File: src/rtl/uart_tx_arbiter.sv
// uart_tx_arbiter: packet-level round-robin sharing of one uart TX port.
// A grant is held from first word to last word, or until an idle timeout.
module uart_tx_arbiter #(
   parameter int NR_REQ       = 4,
   parameter int NR_BITS      = 8,
   parameter int IDLE_TIMEOUT = 1000,
   localparam int GW = (NR_REQ > 1) ? $clog2(NR_REQ) : 1
) (
   input  logic                      clk,
   input  logic                      rst_n,
   input  logic [NR_REQ*NR_BITS-1:0] req_d,
   input  logic [NR_REQ-1:0]         req_dv,
   input  logic [NR_REQ-1:0]         req_last,
   output logic [NR_REQ-1:0]         req_dr,
   output logic [NR_BITS-1:0]        uart_tx_d,
   output logic                      uart_tx_dv,
   input  logic                      uart_tx_dr,
   output logic [GW-1:0]             grant_id,
   output logic                      grant_vld,
   output logic                      timeout
);

   typedef enum logic {
      S_IDLE,
      S_GRANT
   } state_e;

   localparam bit          TO_EN  = (IDLE_TIMEOUT != 0);
   localparam logic [15:0] TO_MAX = 16'(IDLE_TIMEOUT - 1);

   state_e             state_q, state_d;
   logic [GW-1:0]      gid_q, gid_d;
   logic [15:0]        cnt_q, cnt_d;
   logic [NR_BITS-1:0] txd_q, txd_d;
   logic               txdv_q, txdv_d;
   logic               to_q, to_d;

   logic               xfer;
   logic [NR_BITS-1:0] word;
   logic               last;
   logic               found;
   logic [GW-1:0]      win;
   logic [GW-1:0]      idx;

   assign word = req_d[gid_q*NR_BITS +: NR_BITS];
   assign last = req_last[gid_q];
   assign xfer = |(req_dv & req_dr);

   // Round-robin search starts just after the last granted requester
   always_comb begin
      found = 1'b0;
      win   = gid_q;
      idx   = '0;
      for (int k = 1; k <= NR_REQ; k++) begin
         idx = GW'((int'(gid_q) + k) % NR_REQ);
         if (!found && req_dv[idx]) begin
            found = 1'b1;
            win   = idx;
         end
      end
   end

   always_ff @(posedge clk) begin
      if (!rst_n) begin
         state_q <= S_IDLE;
         gid_q   <= GW'(NR_REQ - 1);
         cnt_q   <= '0;
         txd_q   <= '0;
         txdv_q  <= 1'b0;
         to_q    <= 1'b0;
      end else begin
         state_q <= state_d;
         gid_q   <= gid_d;
         cnt_q   <= cnt_d;
         txd_q   <= txd_d;
         txdv_q  <= txdv_d;
         to_q    <= to_d;
      end
   end

   always_comb begin
      state_d = state_q;
      gid_d   = gid_q;
      cnt_d   = cnt_q;
      to_d    = 1'b0;
      txdv_d  = xfer;
      txd_d   = xfer ? word : txd_q;
      unique case (state_q)
         S_IDLE: begin
            cnt_d = '0;
            if (found) begin
               state_d = S_GRANT;
               gid_d   = win;
            end
         end
         S_GRANT: begin
            if (xfer) begin
               cnt_d = '0;
               if (last) state_d = S_IDLE;
            end else if (TO_EN && cnt_q == TO_MAX) begin
               state_d = S_IDLE;
               to_d    = 1'b1;
               cnt_d   = '0;
            end else if (TO_EN) begin
               cnt_d = cnt_q + 16'd1;
            end
         end
         default: state_d = S_IDLE;
      endcase
   end

   always_comb begin
      grant_vld = (state_q == S_GRANT);
      req_dr    = '0;
      if (grant_vld && uart_tx_dr && !txdv_q)
         req_dr[gid_q] = 1'b1;
   end

   assign uart_tx_d  = txd_q;
   assign uart_tx_dv = txdv_q;
   assign grant_id   = gid_q;
   assign timeout    = to_q;

endmodule

File: config.mk
export PLATFORM = sky130hd
export DESIGN_NAME = uart_tx_arbiter
export DESIGN_NICKNAME = d
export VERILOG_FILES = /design/src/rtl/uart_tx_arbiter.sv
export SDC_FILE = /design/constraint.sdc
export NUM_CORES = 1
export LEC_CHECK = 0
export ABC_AREA = 1
export ABC_CLOCK_PERIOD_IN_PS = 1960
export CAP_MARGIN = 40
export CELL_PAD_IN_SITES_DETAIL_PLACEMENT = 0
export CELL_PAD_IN_SITES_GLOBAL_PLACEMENT = 1
export CORE_MARGIN = 8
export CORE_UTILIZATION = 31
export DETAILED_ROUTE_END_ITERATION = 12
export PLACE_DENSITY = 0.86
export SLEW_MARGIN = 15
export SYNTH_ARGS = -nofsm -noshare
export SYNTH_HDL_FRONTEND = slang
export SYNTH_SLANG_ARGS = --single-unit
File: constraint.sdc
create_clock -name clk -period 1.96 [get_ports clk]
set_clock_uncertainty 0.05 [all_clocks]
set_input_delay 0.196 -clock clk [delete_from_list [all_inputs] [get_ports clk]]
set_output_delay 0.196 -clock clk [all_outputs]
set_load 0.005 [all_outputs]
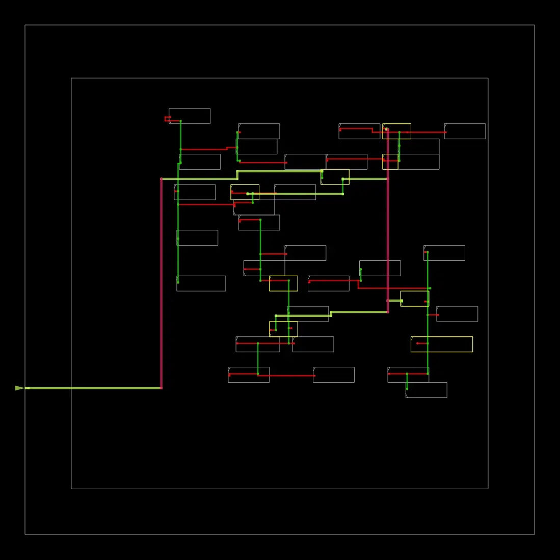
Figure 1: run 1, clock routing.
Seq cells: 29
clock sinks: 29
P_clk: 0.644 mW
clk latency late pin: 0.28 ns

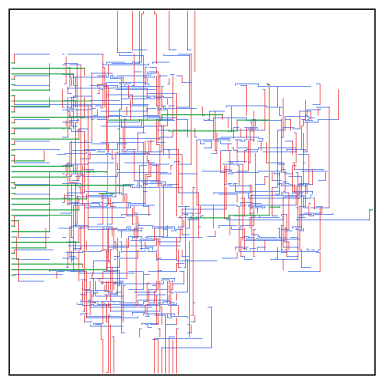
Figure 2: run 1, signal wires by layer.
Drawn at 4 px/um.
layer	color	wire length
met1	blue	2250 um
met2	red	2190 um
met3	green	446 um
met4	orange	70.0 um
Vias: 1885
WL per Instance: 12.10 um
routed wire length: 4948 um

==> results.txt, run 1 <==
Outcome -> finished clean
Hold Path Stages -> 1
F_max -> 0.5397 GHz
Worst path required time -> 1.71 ns
Final HPWL DP -> 3876 um
Die area -> 0.008297 sq mm
Slowest cell delay on critical path -> 0.50 ns
Min Tclk post-route -> 1.853 ns
Area Overhead vs Synth -> 49.96%
Max Used Layer -> met4
Yosys stat area -> 0.001748 sq mm
Setup slack at placement -> 0.1404 ns
Worst Path Arrival -> 1.61 ns
Fin nets -> 384
Gr ovfl total -> 0
Hold EP -> cnt_q[0]$_SDFF_PP0_
Clock-pin slew on the worst setup and hold paths -> 0.07 ns
Syn Nets -> 317
CP bufs+invs -> 3
First-pass GRT wire length -> 8618 um
Post-Synthesis Cells -> 269
Placed instance count -> 399
Slew @ Worst Pin -> 0.3181 ns
Crit. End Element -> primary output
Largest net degree at the start of global routing -> 27
GR Util All Layers -> 0.1256
Avg Cell Area, Syn -> 6.498 sq um
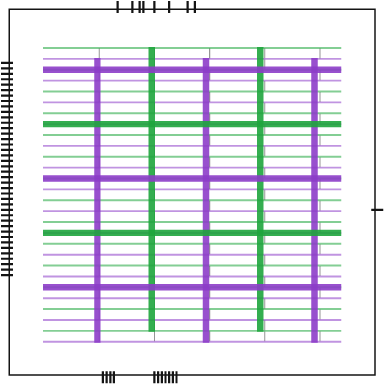
Figure 3: run 1, floorplan with the power grid.
Drawn at 4 px/um. Pins as bars on the die edge. Tap cells in gray.
net	color
VDD	green
VSS	purple
tap cells	72
met4 straps	5
met5 straps	5
Core Region: 0.005473 sq mm
Chip Width: 91.09 um
Die Span Y: 91.09 um
worst IR drop on VDD: 0.4063 mV

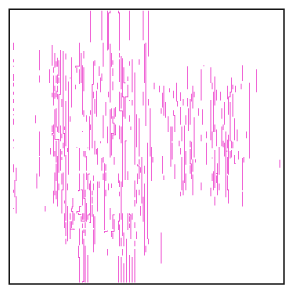
Figure 4: run 1, metal 2.
Drawn at 3 px/um.
main direction	vertical
nets with wire on the layer	290

run 1: cells by family after synthesis:
logic type                 after synthesis  synth area share
adders and majority gates                5           0.03579
DFF                                     29            0.3321
buffers and inverters                   33           0.08017
AOI/OAI and AO/OA                       46            0.1396
xor gates and xnor gates                 5           0.02505
and+or+nand+nor                        151            0.3873
run 1: worst max-delay path by stage:
stage	from	end	slack [ns]	cells after the start
after global placement	uart_tx_dr	req_dr[2]	0.16	6
after CTS	grant_id[0]$_SDFFE_PN1P_	req_dr[1]	0.01	5
after floorplan	grant_id[0]$_SDFFE_PN1P_	grant_vld$_SDFF_PN0_	0.1	9
after global routing	grant_id[0]$_SDFFE_PN1P_	req_dr[2]	-0.008	5
after detailed placement	uart_tx_dr	req_dr[2]	0.14	6
final	grant_id[0]$_SDFFE_PN1P_	req_dr[3]	0.11	5
run 1: metal layers:
| layer | up-vias | track usage |
|---|---|---|
| met5 | - | 0 |
| met4 | 0 | 0.04638 |
| met3 | 6 | 0.07078 |
| met2 | 49 | 0.1959 |
| met1 | 817 | 0.1398 |
| li1 | 1013 | - |
run 1: state kept, by name, indices dropped and copies added, names as in the netlist:
register / flops
uart_tx_d: 8
cnt_q: 16
uart_tx_dv: 1
timeout: 1
grant_id: 2
grant_vld: 1
run 1: power breakdown:
| group | internal [mW] | switching (mW) |
|---|---|---|
| clock | 0.413 | 0.231 |
| combinational | 0.574 | 0.648 |
| sequential | 0.661 | 0.0559 |
run 1: per-stage QoR:
step	utilization	setup TNS (ns)	area, sq um
finish	0.4790	0	2621
global route	0.4790	-0.007999	2621
CTS	0.4675	0	2559
detailed placement	0.4449	0	2435
global placement	0.4449	0	2435
floorplan	-	0	1748
run 1: synthesized netlist by cell type:
library cell,n,area share
nand3_1,20,0.057
clkbuf_1,3,0.0064
nor3_1,3,0.0086
nand3_2,1,0.0057
a31oi_1,1,0.0036
xor2_1,4,0.020
nand2_2,4,0.014
nand3b_1,1,0.0043
nor3b_4,1,0.011
buf_8,1,0.0086
inv_1,24,0.052
o21ai_0,23,0.066
a22oi_1,1,0.0043
ha_1,5,0.036
nor2_1,53,0.11
inv_2,1,0.0021
o21ai_1,1,0.0029
xnor2_1,1,0.0050
nor3_4,1,0.0093
nor3b_1,1,0.0043
o22ai_1,8,0.029
dfxtp_1,29,0.33
nand4_1,6,0.021
nor2_2,5,0.018
or2_2,1,0.0036
nand2_1,54,0.12
a21oi_1,12,0.034
buf_2,4,0.011
run 1: timing repair:
| item | in CTS | in global routing |
|---|---|---|
| setup buffers | 0 | 1 |
| gates resized | 1 | 10 |
| gates cloned | 0 | 1 |
| endpoints found under the setup margin | 2 | 6 |
run 1: final cells by class:
type                            count  area (sq um)
Fill cell                         612          2851
Multi-Input combinational cell    207          1037
Timing Repair Buffer               68         694.4
Sequential cell                    29         585.6
Inverter                           25         93.84
Tap cell                           72         90.09
Clock buffer                        6         82.58
Clock inverter                      2         37.54
Figure 5. The metal 3 layer (run 1).
Drawn at 3 px/um. Cells faint in the background.
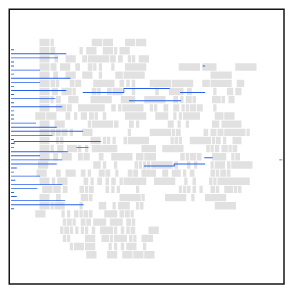

==> inputs of run 2 (changes only) <==
Settings changed: CORE_UTILIZATION 31 to 32, CTS_BUF_LIST from default to sky130_fd_sc_hd__clkbuf_8, PLACE_DENSITY 0.86 to 0.89.
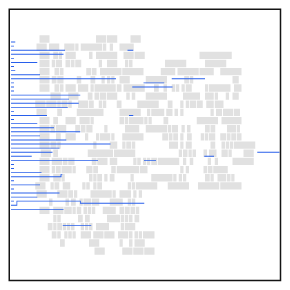
Figure 6: run 2, the metal 3 layer.
Drawn at 3 px/um. Cells faint in the background.
share of all routed wire	11%
nets with wire on the layer	46
wire length on this layer	545 um
met3 Use GR: 0.08229
routed wire length: 4880 um
Vias: 1922

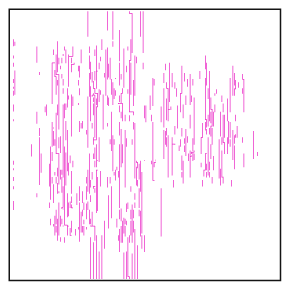
Figure 7: run 2, metal 2.
Drawn at 3 px/um.
wire length on this layer	2170 um
main direction	vertical

==> run 2 against run 1 <==
Critical endpoint is now req_dr[1]. Highest routed layer unchanged. Routed wire length down 1.4%. Cell area stayed put. Clock power hardly changed.
==> results.txt, run 2 <==
Area leader, netlist -> dfxtp_1
Post-synthesis xor/xnor area fraction -> 0.02505 (unchanged)
Min Tclk post-route -> 1.864 ns (+0.01116 ns)
Die Span Y -> 89.91 um (-1.3%)
Post-synth top cells -> nand2_1, nor2_1, dfxtp_1
Chip Width -> 89.91 um (-1.3%)
Syn Nets -> 317 (unchanged)
Largest reg by FF count -> cnt_q
Outcome -> finished clean
Top cell type's share of synthesized area -> 0.3321 (unchanged)
Max reg flops -> 16 (unchanged)
Final HPWL DP -> 3885 um (+0.24%)
CP Launch Point -> grant_id[0]$_SDFFE_PN1P_
Yosys stat area -> 0.001748 sq mm (unchanged)
Top cells, area -> dfxtp_1, nand2_1, nor2_1, o21ai_0, nand3_1
Clk latency late pin -> 0.29 ns (about the same)
Post-Synthesis Cells -> 269 (unchanged)
Die area -> 0.008083 sq mm (-2.6%)
Gr ovfl total -> 0 (unchanged)
Worst path required time -> 1.71 ns (about the same)
Largest net degree at the start of global routing -> 27 (unchanged)
Post-synth mux share -> 0 (unchanged)
Critical path class -> register to primary output
F_max -> 0.5365 GHz (-0.60%)
WL per Instance -> 11.90 um (-1.6%)
Comb area leader -> simple AND/OR/NAND/NOR gates
Crit. End Element -> primary output
Slew @ Worst Pin -> 0.3170 ns (-0.001100 ns)
Worst IR drop on VDD -> 0.5082 mV (+25%)
Gate Area -> 0.001032 sq mm (-0.48%)
Area Overhead vs Synth -> 49.96% (unchanged)
Worst Path Arrival -> 1.62 ns (about the same)
TNS Setup -> 0 ns (unchanged)
Post-synth top flop -> dfxtp_1
Core Region -> 0.005405 sq mm (-1.2%)
Slowest cell delay on critical path -> 0.50 ns (about the same)
Clock sinks -> 29 (unchanged)
Number of enable flip-flop cells -> 0 (unchanged)
Fin nets -> 385 (+0.26%)
GR Util All Layers -> 0.1258 (+0.0002700)
Fin util -> 0.4850 (+0.005987)
Clock-pin slew on the worst setup and hold paths -> 0.07 ns (about the same)
Fillers -> 564 (-7.8%)
Area fraction in compound gates -> 0.1396 (unchanged)
Flop area -> 585.6 sq um (unchanged)
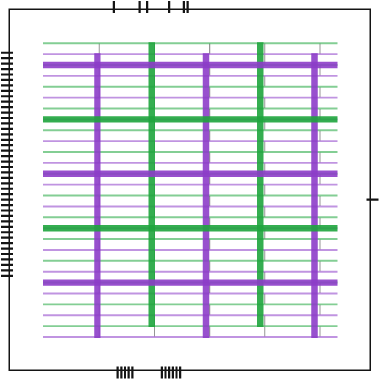
Figure 8: run 2, floorplan with the power grid.
Drawn at 4 px/um. Pins as bars on the die edge. Tap cells in gray.
net	color
VSS	purple
VDD	green
tap cells	72
met5 straps	5

## run 2: worst min path at each step
| stage | slack [ns] | startpoint | end | cells after the start |
|---|---|---|---|---|
| floorplan | 0.23 | rst_n | grant_id[0]$_SDFFE_PN1P_ | 1 |
| CTS | 0.42 | cnt_q[0]$_SDFF_PP0_ | cnt_q[0]$_SDFF_PP0_ | 1 |
| detailed placement | 0.41 | cnt_q[0]$_SDFF_PP0_ | cnt_q[0]$_SDFF_PP0_ | 1 |
| global route | 0.44 | uart_tx_d[6]$_SDFFE_PN0P_ | uart_tx_d[6]$_SDFFE_PN0P_ | 2 |
| finish | 0.41 | cnt_q[0]$_SDFF_PP0_ | cnt_q[0]$_SDFF_PP0_ | 1 |
| global placement | 0.39 | cnt_q[0]$_SDFF_PP0_ | cnt_q[0]$_SDFF_PP0_ | 1 |
## run 2: critical path, delay by kind of cell (launching register included)
kind / cells / cell delay [ns]
fa+ha+maj: 1 / 0.17
buf+inv: 3 / 0.67
flops: 1 / 0.38
simple gates: 1 / 0.10
## run 2: logic make-up after synthesis
kind of cell	after synthesis
simple gates	151
compound gates	46
buf+inv	33
flops	29
xor+xnor	5
fa+ha+maj	5
## run 2: repair_timing
action | 4_1_cts | 5_1_grt
resized | 2 | 7
gates cloned | 0 | 1
buffers inserted | 0 | 2
pin swaps | 0 | 0
endpoints found under the setup margin | 2 | 4
endpoints found under the hold margin | 0 | 0
## run 2: cell type report
class,instances,share of cell area
multi-input cells,207,0.3938
inverters,25,0.03580
well taps,72,0.03437
clock buffers,6,0.03150
repair buffers,69,0.2668
clock inverters,2,0.01432
flip-flops and latches,29,0.2234
## run 2: power breakdown
group	switching, mW	leakage, nW	internal, mW
clock network	0.232	0.0574	0.413
logic	0.648	0.744	0.584
registers	0.0528	0.236	0.661
total	0.933	1.04	1.66
## run 2: layer usage
layer	GRT usage	share of wire	up-vias	wire [um]
met1	0.1341	0.43	849	2082
li1	-	-	1013	-
met3	0.08229	0.11	7	545
met5	0	0	-	0
met2	0.1933	0.44	53	2165
met4	0.04993	0.018	0	87
Figure 9. Signal wires by layer (run 2).
Drawn at 4 px/um.
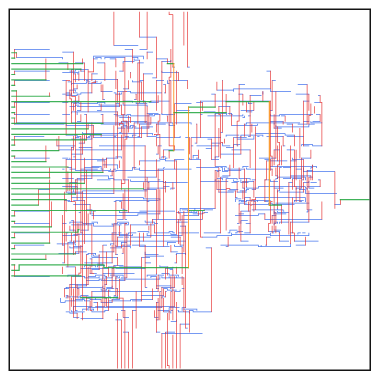

==> inputs of run 3 (changes only) <==
Settings changed: CORE_UTILIZATION 32 to 30, PLACE_DENSITY 0.89 to 0.84.
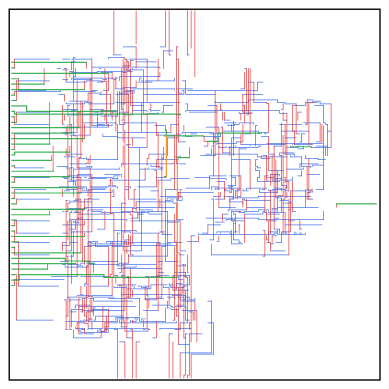
Figure 10: run 3, signal wires by layer.
Drawn at 4 px/um.
layer	color	wire length
met3	green	496 um
met1	blue	2210 um
met2	red	2300 um
met4	orange	40.1 um
GR Util All Layers: 0.1235
Vias: 1889
WL per Instance: 12.26 um
routed wire length: 5039 um

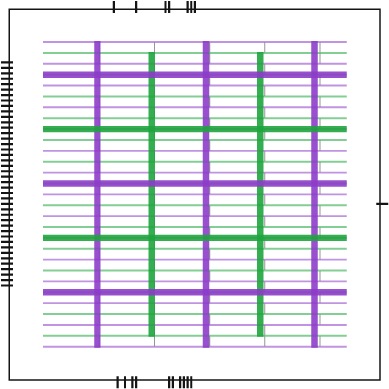
Figure 11: run 3, floorplan with the power grid.
Drawn at 4 px/um. Pins as bars on the die edge. Tap cells in gray.
net	color
VSS	purple
VDD	green
rows	28
met5 straps	5
signal pins	60
tap cells	75
Die Span Y: 92.33 um
Chip Width: 92.33 um
Core Region: 0.005781 sq mm
worst IR drop on VDD: 0.6223 mV

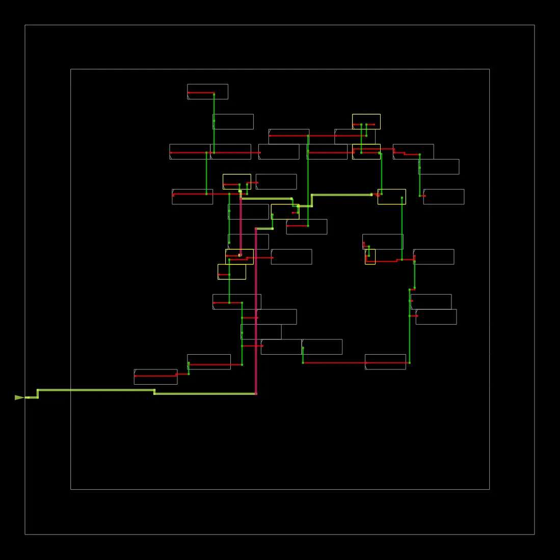
Figure 12: run 3, clock routing.
total CTS buffers: 5
clkbuf count: 7
clk latency late pin: 0.27 ns

==> run 3 against run 2 <==
Area after synthesis is the same. First-iteration DRC count grew 12%. Synthesized cell count is the same. Non-clock buffer count shrank 2. Global-route usage shrank 0.23 points. Sequential cell count is the same. Core utilization shrank 4.1 points. Clock-buffer cell count grew 1. Critical path depth is the same. Cell area shrank 2.1%. Via count shrank 1.7%. Largest cell class unchanged.
==> results.txt, run 3 <==
R2R Path Start -> grant_id[1]$_SDFFE_PN1P_
Slew Limit Fails -> 0
Fin nets -> 383 (-0.52%)
Largest reg by FF count -> cnt_q
Crit. End Element -> primary output
Top cell type's share of synthesized area -> 0.3321 (unchanged)
Die area -> 0.008525 sq mm (+5.5%)
Slew @ Worst Pin -> 0.3331 ns (+0.01605 ns)
Stage-log warning count -> 29
Post-synth top flop -> dfxtp_1
Fillers -> 602 (+6.7%)
DRC viols -> 0
Largest net degree at the start of global routing -> 21 (-22%)
Post-route clock period utilization -> 0.9498
Critical path class -> register to primary output
Yosys stat area -> 0.001748 sq mm (unchanged)
Startpoint Class -> register
Number of enable flip-flop cells -> 0 (unchanged)
Top cells, area -> dfxtp_1, nand2_1, nor2_1, o21ai_0, nand3_1
F_max -> 0.5372 GHz (+0.12%)
Syn Nets -> 317 (unchanged)
Area leader, netlist -> dfxtp_1
CP Launch Point -> grant_vld$_SDFF_PN0_
CTS Buffer Depth -> 2
Worst Path Arrival -> 1.62 ns (about the same)
CTS tree -> done
Outcome -> finished clean
Min Tclk post-route -> 1.862 ns (-0.002277 ns)
Worst path required time -> 1.71 ns (about the same)
Final HPWL DP -> 4082 um (+5.1%)
Clock-pin slew on the worst setup and hold paths -> 0.06 ns (about the same)
Post-Synthesis Cells -> 269 (unchanged)
Clock sinks -> 29 (unchanged)
Max reg flops -> 16 (unchanged)
Post-CTS Setup Inserts -> 0 (unchanged)
Gr ovfl total -> 0 (unchanged)
Hold Crit Start -> cnt_q[0]$_SDFF_PP0_
Area Overhead vs Synth -> 46.81%
Post-synth top cells -> nand2_1, nor2_1, dfxtp_1
run 3: power breakdown:
group / switching [mW] / internal (mW) / total (mW)
Sequential: 0.0631 / 0.662 / 0.725
Combinational: 0.638 / 0.521 / 1.16
Clock: 0.215 / 0.317 / 0.532
Total: 0.916 / 1.50 / 2.41
run 3: worst max-delay path, cell delays in order, from the launching register on:
cell and delay, ns:
dfxtp_4 0.38, nand2_1 0.09, nor2_4 0.13, inv_1 0.10, nor2_1 0.13, clkdlybuf4s50_1 0.52
run 3: metrics by stage:
step	TNS [ns]	utilization	setup slack, ns	total power [mW]	std cells
global placement	-0.7946	0.4232	-0.1214	1.882	403
finish	0	0.4439	0.09835	2.415	411
CTS	0	0.4422	0.06185	2.440	411
floorplan	0	-	0.09636	1.432	269
global route	0	0.4439	0.002064	2.651	411
detailed placement	-2.794	0.4232	-0.2486	1.886	403
run 3: repair_timing:
action,in CTS,in global routing
endpoints found under the hold margin,0,0
gates resized,3,5
setup endpoints to repair,19,15
run 3: cells by family (layout without fill, tap and decap cells):
| logic type | Yosys count | after routing | synth area share |
|---|---|---|---|
| flip-flops | 29 | 29 | 0.3321 |
| XOR/XNOR | 5 | 5 | 0.02505 |
| AND/OR/NAND/NOR | 151 | 151 | 0.3873 |
| buffers and inverters | 33 | 100 | 0.08017 |
| AND-OR/OR-AND | 46 | 46 | 0.1396 |
| adder cells (fa/ha/maj) | 5 | 5 | 0.03579 |
run 3: cell type report:
| type | count | area (sq um) | area share |
|---|---|---|---|
| clock buffer | 7 | 96.34 | 0.03754 |
| timing repair buffer | 67 | 650.6 | 0.2535 |
| sequential | 29 | 586.8 | 0.2287 |
| multi-input combinational | 207 | 1040 | 0.4052 |
| clock inverter | 1 | 5.005 | 0.001950 |
| tap | 75 | 93.84 | 0.03657 |
| inverter | 25 | 93.84 | 0.03657 |
run 3: metal layers:
layer  global-route usage  vias up  routed length [um]
met3              0.06311        4                 495
met1               0.1407      828                2205
met5                    0        -                   0
met2               0.1979       50                2298
li1                     -     1007                   -
met4              0.03624        0                  40
run 3: final timing paths:
path                              end  slack [ns]  cells after the start
max                         req_dr[1]         0.1                      5
min               cnt_q[0]$_SDFF_PP0_        0.41                      1
max reg2reg  grant_id[1]$_SDFFE_PN1P_        0.22                      9
min reg2reg       cnt_q[0]$_SDFF_PP0_        0.41                      1
Power figures rest on the tool's default switching activity, not on a simulated workload.
